===== src/rtl/regblock_pp.sv =====
// regblock_pp: MC6809 / HD6309 register file with an autonomous push/pull
// sequencer that moves stack postbyte registers one byte at a time over a
// req/ack memory handshake.
//
// Ports:
//   clk_in, rst_in                  clock (rising), async active-high reset
//   rd_a_addr/rd_a_data             combinational read port A
//   rd_b_addr/rd_b_data             combinational read port B
//   wr_en/wr_addr/wr_data           external register write
//   write_flags/ccr_in, ccr_o       CCR load / current CCR
//   reg_pc, reg_su, use_s           PC, selected stack pointer, stack select
//   pp_start/pp_pull/pp_mask        push/pull sequence request
//   busy, done                      sequence status
//   mem_req/mem_we/mem_addr/
//   mem_wdata/mem_rdata/mem_ack     byte memory handshake
module regblock_pp #(
    parameter int          HD6309   = 1,
    parameter logic [15:0] RESET_PC = 16'hFFFE,
    parameter logic [15:0] RESET_S  = 16'h0F00,
    parameter logic [15:0] RESET_U  = 16'h0E00
) (
    input  logic        clk_in,
    input  logic        rst_in,
    input  logic [3:0]  rd_a_addr,
    input  logic [3:0]  rd_b_addr,
    output logic [15:0] rd_a_data,
    output logic [15:0] rd_b_data,
    input  logic        wr_en,
    input  logic [3:0]  wr_addr,
    input  logic [15:0] wr_data,
    input  logic        write_flags,
    input  logic [7:0]  ccr_in,
    output logic [7:0]  ccr_o,
    output logic [15:0] reg_pc,
    output logic [15:0] reg_su,
    input  logic        use_s,
    input  logic        pp_start,
    input  logic        pp_pull,
    input  logic [8:0]  pp_mask,
    output logic        busy,
    output logic        done,
    output logic        mem_req,
    output logic        mem_we,
    output logic [15:0] mem_addr,
    output logic [7:0]  mem_wdata,
    input  logic [7:0]  mem_rdata,
    input  logic        mem_ack
);
    localparam logic EXT = (HD6309 != 0);

    typedef enum logic [1:0] {IDLE, SCAN, ACCESS, FIN} state_t;

    state_t      state_q, state_d;
    logic [13:0] pend_q, pend_d;   // byte slots still to transfer, 0 = pushed first
    logic [3:0]  sel_q, sel_d;     // slot being transferred in ACCESS
    logic        pull_q, pull_d;
    logic        ss_q, ss_d;       // 1 = sequence runs on S

    logic [7:0]  a_q, a_d, b_q, b_d, e_q, e_d, f_q, f_d, cc_q, cc_d, dp_q, dp_d;
    logic [15:0] x_q, x_d, y_q, y_d, u_q, u_d, s_q, s_d, pc_q, pc_d, v_q, v_d;

    logic [15:0] sp, osp;          // active and opposite stack pointer
    logic [3:0]  nxt;
    logic        found;
    logic        ack_fire;

    assign sp       = ss_q ? s_q : u_q;
    assign osp      = ss_q ? u_q : s_q;
    assign busy     = (state_q == SCAN) || (state_q == ACCESS);
    assign done     = (state_q == FIN);
    assign mem_req  = (state_q == ACCESS);
    assign mem_we   = mem_req && !pull_q;
    assign ack_fire = mem_req && mem_ack;
    assign ccr_o    = cc_q;
    assign reg_pc   = pc_q;
    assign reg_su   = use_s ? s_q : u_q;

    function automatic logic [15:0] rdreg(input logic [3:0] c);
        case (c)
            4'd0:  rdreg = {a_q, b_q};
            4'd1:  rdreg = x_q;
            4'd2:  rdreg = y_q;
            4'd3:  rdreg = u_q;
            4'd4:  rdreg = s_q;
            4'd5:  rdreg = pc_q;
            4'd6:  rdreg = EXT ? {e_q, f_q} : 16'hFFFF;
            4'd7:  rdreg = EXT ? v_q : 16'hFFFF;
            4'd8:  rdreg = {8'hFF, a_q};
            4'd9:  rdreg = {8'hFF, b_q};
            4'd10: rdreg = {cc_q, cc_q};
            4'd11: rdreg = {dp_q, dp_q};
            4'd14: rdreg = EXT ? {8'hFF, e_q} : 16'hFFFF;
            4'd15: rdreg = EXT ? {8'hFF, f_q} : 16'hFFFF;
            default: rdreg = EXT ? 16'h0000 : 16'hFFFF;
        endcase
    endfunction

    // Slot map: 0 F, 1 E, 2/3 PC lo/hi, 4/5 opposite SP lo/hi, 6/7 Y, 8/9 X,
    // 10 DP, 11 B, 12 A, 13 CC. Push walks up, pull walks down.
    function automatic logic [7:0] slot_byte(input logic [3:0] sl);
        case (sl)
            4'd0:  slot_byte = f_q;
            4'd1:  slot_byte = e_q;
            4'd2:  slot_byte = pc_q[7:0];
            4'd3:  slot_byte = pc_q[15:8];
            4'd4:  slot_byte = osp[7:0];
            4'd5:  slot_byte = osp[15:8];
            4'd6:  slot_byte = y_q[7:0];
            4'd7:  slot_byte = y_q[15:8];
            4'd8:  slot_byte = x_q[7:0];
            4'd9:  slot_byte = x_q[15:8];
            4'd10: slot_byte = dp_q;
            4'd11: slot_byte = b_q;
            4'd12: slot_byte = a_q;
            default: slot_byte = cc_q;
        endcase
    endfunction

    assign rd_a_data = rdreg(rd_a_addr);
    assign rd_b_data = rdreg(rd_b_addr);
    assign mem_addr  = mem_req ? (pull_q ? sp : sp - 16'd1) : 16'h0000;
    assign mem_wdata = mem_we ? slot_byte(sel_q) : 8'h00;

    // Push takes the lowest pending slot, pull the highest.
    always_comb begin
        found = 1'b0;
        nxt   = 4'd0;
        for (int i = 0; i < 14; i++) begin
            if (pend_q[i] && (pull_q || !found)) begin
                nxt   = i[3:0];
                found = 1'b1;
            end
        end
    end

    always_comb begin
        state_d = state_q;
        pend_d  = pend_q;
        sel_d   = sel_q;
        pull_d  = pull_q;
        ss_d    = ss_q;
        case (state_q)
            IDLE: if (pp_start) begin
                pend_d  = {pp_mask[0], pp_mask[1], pp_mask[2], pp_mask[3],
                           {2{pp_mask[4]}}, {2{pp_mask[5]}}, {2{pp_mask[6]}},
                           {2{pp_mask[7]}}, {2{pp_mask[8] & EXT}}};
                pull_d  = pp_pull;
                ss_d    = use_s;
                state_d = SCAN;
            end
            SCAN: if (found) begin
                sel_d       = nxt;
                pend_d[nxt] = 1'b0;
                state_d     = ACCESS;
            end else begin
                state_d = FIN;
            end
            ACCESS: if (mem_ack) state_d = SCAN;
            default: state_d = IDLE;
        endcase
    end

    always_comb begin
        a_d = a_q; b_d = b_q; e_d = e_q; f_d = f_q; cc_d = cc_q; dp_d = dp_q;
        x_d = x_q; y_d = y_q; u_d = u_q; s_d = s_q; pc_d = pc_q; v_d = v_q;
        if (!busy && wr_en) begin
            case (wr_addr)
                4'd0:  begin a_d = wr_data[15:8]; b_d = wr_data[7:0]; end
                4'd1:  x_d  = wr_data;
                4'd2:  y_d  = wr_data;
                4'd3:  u_d  = wr_data;
                4'd4:  s_d  = wr_data;
                4'd5:  pc_d = wr_data;
                4'd6:  if (EXT) begin e_d = wr_data[15:8]; f_d = wr_data[7:0]; end
                4'd7:  if (EXT) v_d = wr_data;
                4'd8:  a_d  = wr_data[7:0];
                4'd9:  b_d  = wr_data[7:0];
                4'd10: cc_d = wr_data[7:0];
                4'd11: dp_d = wr_data[7:0];
                4'd14: if (EXT) e_d = wr_data[7:0];
                4'd15: if (EXT) f_d = wr_data[7:0];
                default: ;
            endcase
        end
        if (!busy && write_flags) cc_d = ccr_in;
        if (ack_fire) begin
            if (pull_q) begin
                case (sel_q)
                    4'd0:  f_d = mem_rdata;
                    4'd1:  e_d = mem_rdata;
                    4'd2:  pc_d[7:0]  = mem_rdata;
                    4'd3:  pc_d[15:8] = mem_rdata;
                    4'd4:  if (ss_q) u_d[7:0]  = mem_rdata; else s_d[7:0]  = mem_rdata;
                    4'd5:  if (ss_q) u_d[15:8] = mem_rdata; else s_d[15:8] = mem_rdata;
                    4'd6:  y_d[7:0]  = mem_rdata;
                    4'd7:  y_d[15:8] = mem_rdata;
                    4'd8:  x_d[7:0]  = mem_rdata;
                    4'd9:  x_d[15:8] = mem_rdata;
                    4'd10: dp_d = mem_rdata;
                    4'd11: b_d  = mem_rdata;
                    4'd12: a_d  = mem_rdata;
                    default: cc_d = mem_rdata;
                endcase
            end
            // Slots 4/5 never touch the active SP, so this cannot collide.
            if (ss_q) s_d = pull_q ? s_q + 16'd1 : s_q - 16'd1;
            else      u_d = pull_q ? u_q + 16'd1 : u_q - 16'd1;
        end
    end

    always_ff @(posedge clk_in or posedge rst_in) begin
        if (rst_in) begin
            state_q <= IDLE;
            pend_q  <= '0;
            sel_q   <= '0;
            pull_q  <= 1'b0;
            ss_q    <= 1'b0;
            a_q <= '0; b_q <= '0; e_q <= '0; f_q <= '0; cc_q <= '0; dp_q <= '0;
            x_q <= '0; y_q <= '0; v_q <= '0;
            u_q  <= RESET_U;
            s_q  <= RESET_S;
            pc_q <= RESET_PC;
        end else begin
            state_q <= state_d;
            pend_q  <= pend_d;
            sel_q   <= sel_d;
            pull_q  <= pull_d;
            ss_q    <= ss_d;
            a_q <= a_d; b_q <= b_d; e_q <= e_d; f_q <= f_d; cc_q <= cc_d; dp_q <= dp_d;
            x_q <= x_d; y_q <= y_d; u_q <= u_d; s_q <= s_d; pc_q <= pc_d; v_q <= v_d;
        end
    end
endmodule

===== config.mk =====
export PLATFORM = sky130hd
export DESIGN_NAME = regblock_pp
export DESIGN_NICKNAME = d
export VERILOG_FILES = /design/src/rtl/regblock_pp.sv
export SDC_FILE = /design/constraint.sdc
export NUM_CORES = 1
export LEC_CHECK = 0
export ABC_AREA = 1
export CAP_MARGIN = 10
export CORE_UTILIZATION = 30
export DETAILED_ROUTE_END_ITERATION = 10
export PLACE_DENSITY = 0.47
export REMOVE_ABC_BUFFERS = 1
export SLEW_MARGIN = 20
export SYNTH_ARGS = -nofsm -noshare
export SYNTH_HDL_FRONTEND = slang
export SYNTH_SLANG_ARGS = --single-unit

===== constraint.sdc =====
create_clock -name clk_in -period 17.4 [get_ports clk_in]
set_input_delay 5.22 -clock clk_in [delete_from_list [all_inputs] [get_ports clk_in]]
set_output_delay 5.22 -clock clk_in [all_outputs]
set_load 0.02 [all_outputs]

==> run_1/metal_stack.png <==
The bar under the picture is 50 microns long.
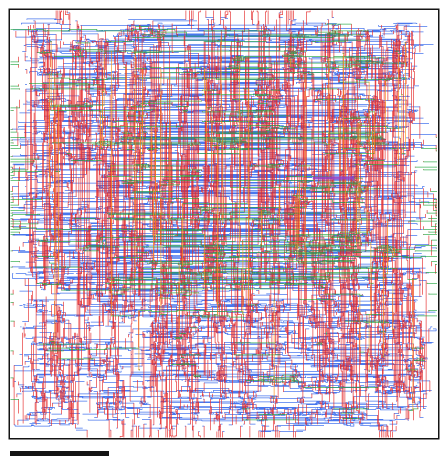
legend:
  purple:
    layer: met5
    wire_length: 19.3 microns
  green:
    layer: met3
    wire_length: 7460 microns
  blue:
    layer: met1
    wire_length: 37.7 mm
  red:
    layer: met2
    wire_length: 35.4 mm
  orange:
    layer: met4
    wire_length: 2830 microns

==> run_1/port_nets.png <==
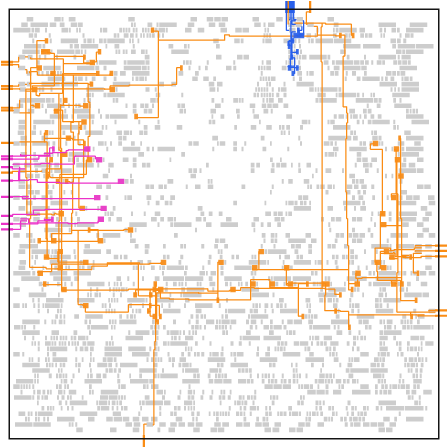
legend:
  magenta:
    port: mem_wdata
    bits: 8
    direction: output
    edge: left
    end_cells: 8
    buffers: 8
    wire: 376 microns
  blue:
    port: rd_a_addr
    bits: 4
    direction: input
    edge: top
    end_cells: 12
    buffers: 4
    wire: 125 microns
  orange:
    port: wr_data
    bits: 16
    direction: input
    edge: 8 left, 5 right, 2 top, 1 bottom
    end_cells: 98
    buffers: 19
    wire: 3160 microns

==> run_1/pins.png <==
Pins as bars across the die edge, other pins in grey.
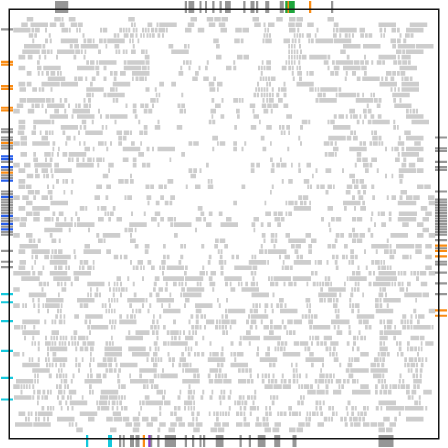
legend:
  green:
    port: rd_a_addr
    pins: 4
    direction: input
    edge: top
  blue:
    port: mem_wdata
    pins: 8
    direction: output
    edge: left
  purple:
    port: pp_pull
    pins: 1
    direction: input
    edge: bottom
  orange:
    port: wr_data
    pins: 16
    direction: input
    edge: 8 left, 5 right, 2 top, 1 bottom
  cyan:
    port: pp_mask
    pins: 9
    direction: input
    edge: 6 left, 3 bottom
all pins by edge: 49 left, 46 bottom, 33 top, 33 right

==> results.ini, run 1 <==
[outcome]
status = complete, no violations

[sta]
fin_hold_ws_ns = 0.489
setup_viol = 0
fin_skew_ns = 0.0128
setup_slack_ns = 3.58
worst_pin_slew_ns = 1.14

[pwr]
cellPowerDensity_nw_per_um2 = 201
power.share.clock_pct = 12.3
pg_clk_uw = 410
sw_frac_of_total_pct = 55.3
p_int_uw = 1490
top_power_group = combinational cells
peakVddDrop_uv = 81.1

[clock_network]
htree_levels = 4
cts_tree = built
clk-insertion-delay-late_ns = 0.51
clkTransAtPathRegs_ns = 0.07
cts-root-buf = clkbuf_16

[synth]
syn_avg_cell_area_sq_um = 6.78
yosys_register_bits = 166
synth.top_cell.area_share_pct = 26.4
compound_area_share_pct = 34.3
edf_count = 0
async_reset_ff_share_pct = 100
synthCells = 2018
synth_area_leader_cell = dfrtp_1
synthXorXnorAreaFrac_pct = 0.641
yosysSeqAreaShare_pct = 30.6

[worst_setup_path]
crit_path_frequent_cell = inv_1
critical_path_class = in -> out
cp_slowest_cell = nor2_1
crit_path_start_kind = primary input
cp-startpoint = rd_a_addr[0]
critPathBufInv = 5

[global_route]
grtUsageMet2_pct = 51.9
grt_pass1_wl_mm = 116
gr-total-overflow = 0
grt_antenna_before_repair = 2

[cells_and_area]
combGateArea_sq_um = 8100
logic_gates = 1488
final_common_cell = nand2_1
buffers_excl_clock = 196
nNonClkInverters = 277
area.sequential_sq_um = 4180

[routing]
routed_via_density = 6.01
final_antenna_net_count = 0

[flow_run]
warnings = 30

[min_path]
whs_endpoint = v_q[9]

[placed_design]
gp_congestion = 1.04

--- run 2 (diff from run 1) ---
==> constraint.sdc (replaced) <==
create_clock -name clk_in -period 13.65 [get_ports clk_in]
set_input_delay 4.095 -clock clk_in [delete_from_list [all_inputs] [get_ports clk_in]]
set_output_delay 4.095 -clock clk_in [all_outputs]
set_load 0.02 [all_outputs]
==> run_2/clock_map.png <==
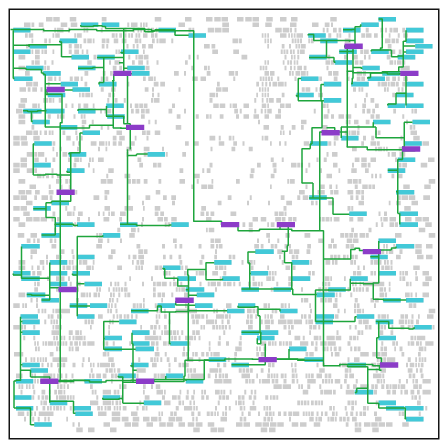
legend:
  green:
    item: clock wires
    length: 3130 microns
  purple:
    item: cells driving clock nets
    count: 17
  cyan:
    item: flip-flops
    count: 166
flops lie: widely spread
routed clock nets: 18

==> run_2/port_nets.png <==
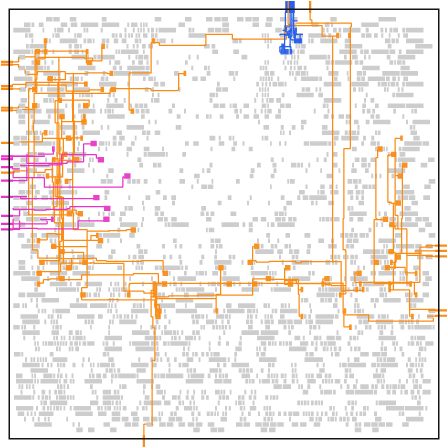
legend:
  blue:
    port: rd_a_addr
    bits: 4
    direction: input
    edge: top
    end_cells: 12
    buffers: 4
    wire: 125 microns
  orange:
    port: wr_data
    bits: 16
    direction: input
    edge: 8 left, 5 right, 2 top, 1 bottom
    end_cells: 98
    buffers: 19
    wire: 3180 microns
  magenta:
    port: mem_wdata
    bits: 8
    direction: output
    edge: left
    end_cells: 8
    buffers: 8
    wire: 414 microns

==> run_2/metal_stack.png <==
The bar under the picture is 50 microns long.
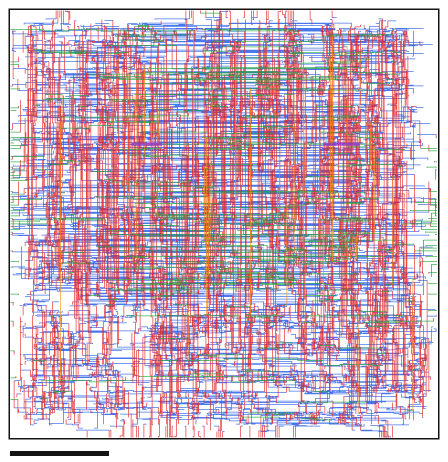
legend:
  blue:
    layer: met1
    wire_length: 38.6 mm
  green:
    layer: met3
    wire_length: 6930 microns
  red:
    layer: met2
    wire_length: 35.5 mm
  purple:
    layer: met5
    wire_length: 30.4 microns
  orange:
    layer: met4
    wire_length: 2530 microns

==> run 2 against run 1 <==
  * Sequential power rose by 28%
  * Non-clock buffer count did not move
  * Sequential share of layout area about the same
  * First-iteration DRC count down 8.5%
  * Highest routed layer unchanged
  * Setup slack worse by 1.5 ns
  * Via count is 0.45% higher
  * Die area stayed put
  * Global-route usage about the same
  * Final cell count is the same
  * Design area rose by 0.11%
  * Critical path depth stayed put
  * Clock skew is 0.0066 ns higher
==> results.ini, run 2 <==
[routing]
routed_via_density = 6.04
drt-initial-drc-count = 2063
final_antenna_net_count = 0

[cells_and_area]
lay_top_cells = nand2_1 (422), inv_1 (268), o21ai_0 (227)
nNonClkInverters = 277
logic_gates = 1488
seq-cell-share_pct = 25.3
combGateArea_sq_um = 8100
final_common_cell = nand2_1
area.sequential_sq_um = 4180
nClkBuffers = 20
buffers_excl_clock = 196

[global_route]
gr-total-overflow = 0
grtUsageMet2_pct = 52.2
grt_antenna_before_repair = 1
grt_pass1_wl_mm = 116

[worst_setup_path]
cp-startpoint = rd_a_addr[0]
r2r-start = pull_q
critical_path_class = in -> out
crit_path_frequent_cell = inv_1
worstPathRequired_ns = 9.55
critPathBufInv = 5
cp_slowest_cell = nor2_1
crit_path_start_kind = primary input

[synth]
yosys-top-cells-count = nand2_1 (422), inv_1 (269), o21ai_0 (227), nor2_1 (153), dfrtp_1 (144)
yosys_register_bits = 166
compound_area_share_pct = 34.3
synthCells = 2018
synthXorXnorAreaFrac_pct = 0.641
async_reset_ff_share_pct = 100
edf_count = 0
synth_area_leader_cell = dfrtp_1
syn_avg_cell_area_sq_um = 6.78
synth.top_cell.area_share_pct = 26.4
yosysSeqAreaShare_pct = 30.6

[sta]
finalHoldViolations = 0
period_needed_ns = 11.52
setup_slack_ns = 2.13
setup_viol = 0
worst_pin_slew_ns = 1.16
rsz0062_at_grt = false
fin_skew_ns = 0.0194
fin_hold_ws_ns = 0.487

[pwr]
peakVddDrop_uv = 101
cellPowerDensity_nw_per_um2 = 257
top_power_group = combinational cells
total_power_uw = 4260
pg_clk_uw = 534
power.leakage_uw = 0.00705
sw_frac_of_total_pct = 55.2
power.share.clock_pct = 12.6
p_int_uw = 1900

[clock_network]
htree_levels = 4
cts_tree = built
cts_buffers = 17
clk-insertion-delay-late_ns = 0.51
postCtsHoldBufs = 0
cts-root-buf = clkbuf_16
clkTransAtPathRegs_ns = 0.07
clkSinkCount = 166

[floorplan]
fp.dieH_microns = 215
dieArea_sq_um = 46400

[outcome]
status = complete, no violations

[min_path]
whs_endpoint = v_q[8]

[flow_run]
warnings = 30

[placed_design]
gp_congestion = 1.05

==> run_2/final_placement.png <==
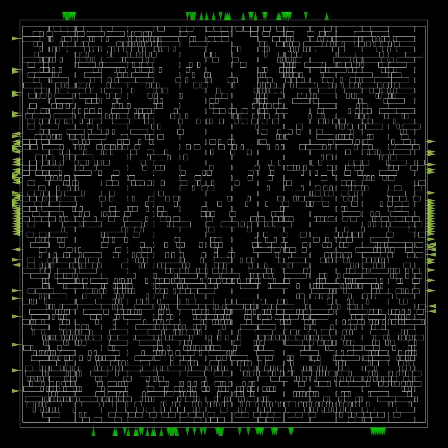

--- run 3 (diff from run 2) ---
--- a/config.mk
+++ b/config.mk
@@ -9,7 +9,7 @@
 export CAP_MARGIN = 10
 export CORE_UTILIZATION = 30
 export DETAILED_ROUTE_END_ITERATION = 10
-export PLACE_DENSITY = 0.47
+export PLACE_DENSITY = 0.49
 export REMOVE_ABC_BUFFERS = 1
 export SLEW_MARGIN = 20
 export SYNTH_ARGS = -nofsm -noshare
==> constraint.sdc (replaced) <==
create_clock -name clk_in -period 10 [get_ports clk_in]
set_input_delay 3 -clock clk_in [delete_from_list [all_inputs] [get_ports clk_in]]
set_output_delay 3 -clock clk_in [all_outputs]
set_load 0.02 [all_outputs]
==> run_3/final_placement.png <==
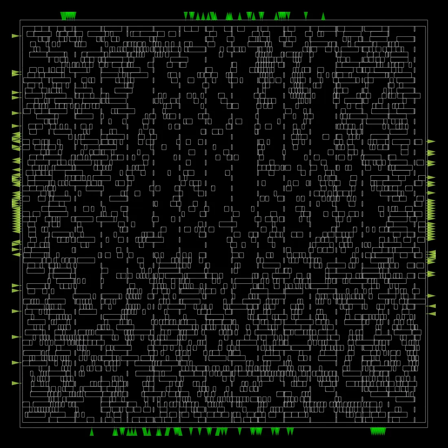
Layout Cells excl Fill: 2758
final core occ: 37.2%
# fillers: 4798
sequential cell area share: 25.2%
n_taps: 592

==> run_3/metal_stack.png <==
The bar under the picture is 50 microns long.
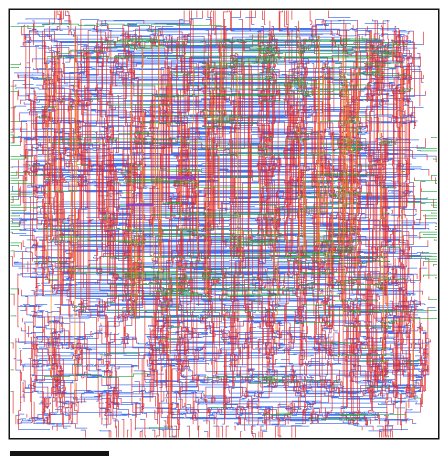
legend:
  blue:
    layer: met1
    wire_length: 38.7 mm
  orange:
    layer: met4
    wire_length: 3560 microns
  purple:
    layer: met5
    wire_length: 23.9 microns
  red:
    layer: met2
    wire_length: 35.3 mm
  green:
    layer: met3
    wire_length: 6650 microns

==> run 3 against run 2 <==
  * Flip-flop count unchanged
  * Power up 37%
  * Via count decreased by 0.16%
  * First-iteration DRC count decreased by 11%
  * Wire length up 0.80%
  * Clock skew is 0.0094 ns lower
==> results.ini, run 3 <==
[outcome]
status = complete, no violations

[worst_setup_path]
crit_path_frequent_cell = inv_1
crit_path_start_kind = primary input
critPathBufInv = 6
cp_slowest_cell = clkdlybuf4s50_1
r2r-start = state_q[0]
critical_path_class = in -> out

[synth]
yosys_register_bits = 166
edf_count = 0
synthCells = 2018
synthXorXnorAreaFrac_pct = 0.641
synth.top_cell.area_share_pct = 26.4
yosys-top-cells-count = nand2_1 (422), inv_1 (269), o21ai_0 (227), nor2_1 (153), dfrtp_1 (144)
synth_area_leader_cell = dfrtp_1

[pwr]
top_power_group = combinational cells
cellPowerDensity_nw_per_um2 = 352
pg_clk_uw = 718
peakVddDrop_uv = 146
power.leakage_uw = 0.00708
p_int_uw = 2600
total_power_uw = 5840
power.share.clock_pct = 12.3

[global_route]
grtUsageMet2_pct = 52.5
grt_antenna_before_repair = 2
gr-total-overflow = 0

[cells_and_area]
final_common_cell = nand2_1
logic_gates = 1488
lay_top_cells = nand2_1 (422), inv_1 (268), o21ai_0 (227)
nClkBuffers = 22
buffers_excl_clock = 203
area.sequential_sq_um = 4180

[sta]
period_needed_ns = 8.92
setup_slack_ns = 1.08
worst_pin_slew_ns = 1.13
finalHoldViolations = 0

[min_path]
whs_endpoint = v_q[9]

[routing]
final_antenna_net_count = 0
drt-initial-drc-count = 1833

[clock_network]
cts-root-buf = clkbuf_16
cts_tree = built
htree_levels = 4
cts_buffers = 17

[placed_design]
gp_congestion = 1.03

==> run_3/port_nets.png <==
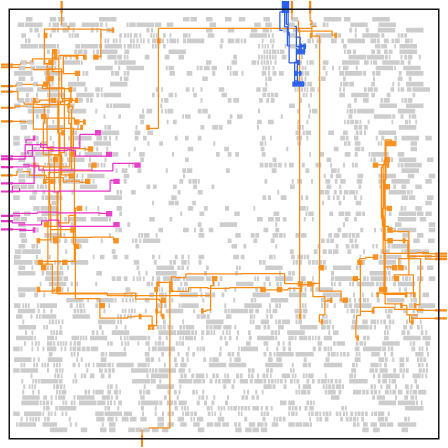
legend:
  magenta:
    port: mem_wdata
    bits: 8
    direction: output
    edge: left
    end_cells: 8
    buffers: 8
    wire: 423 microns
  orange:
    port: wr_data
    bits: 16
    direction: input
    edge: 7 left, 5 right, 3 top, 1 bottom
    end_cells: 98
    buffers: 19
    wire: 2900 microns
  blue:
    port: rd_a_addr
    bits: 4
    direction: input
    edge: top
    end_cells: 12
    buffers: 4
    wire: 159 microns

No activity file was given, so power comes from the tool's default toggle rates.
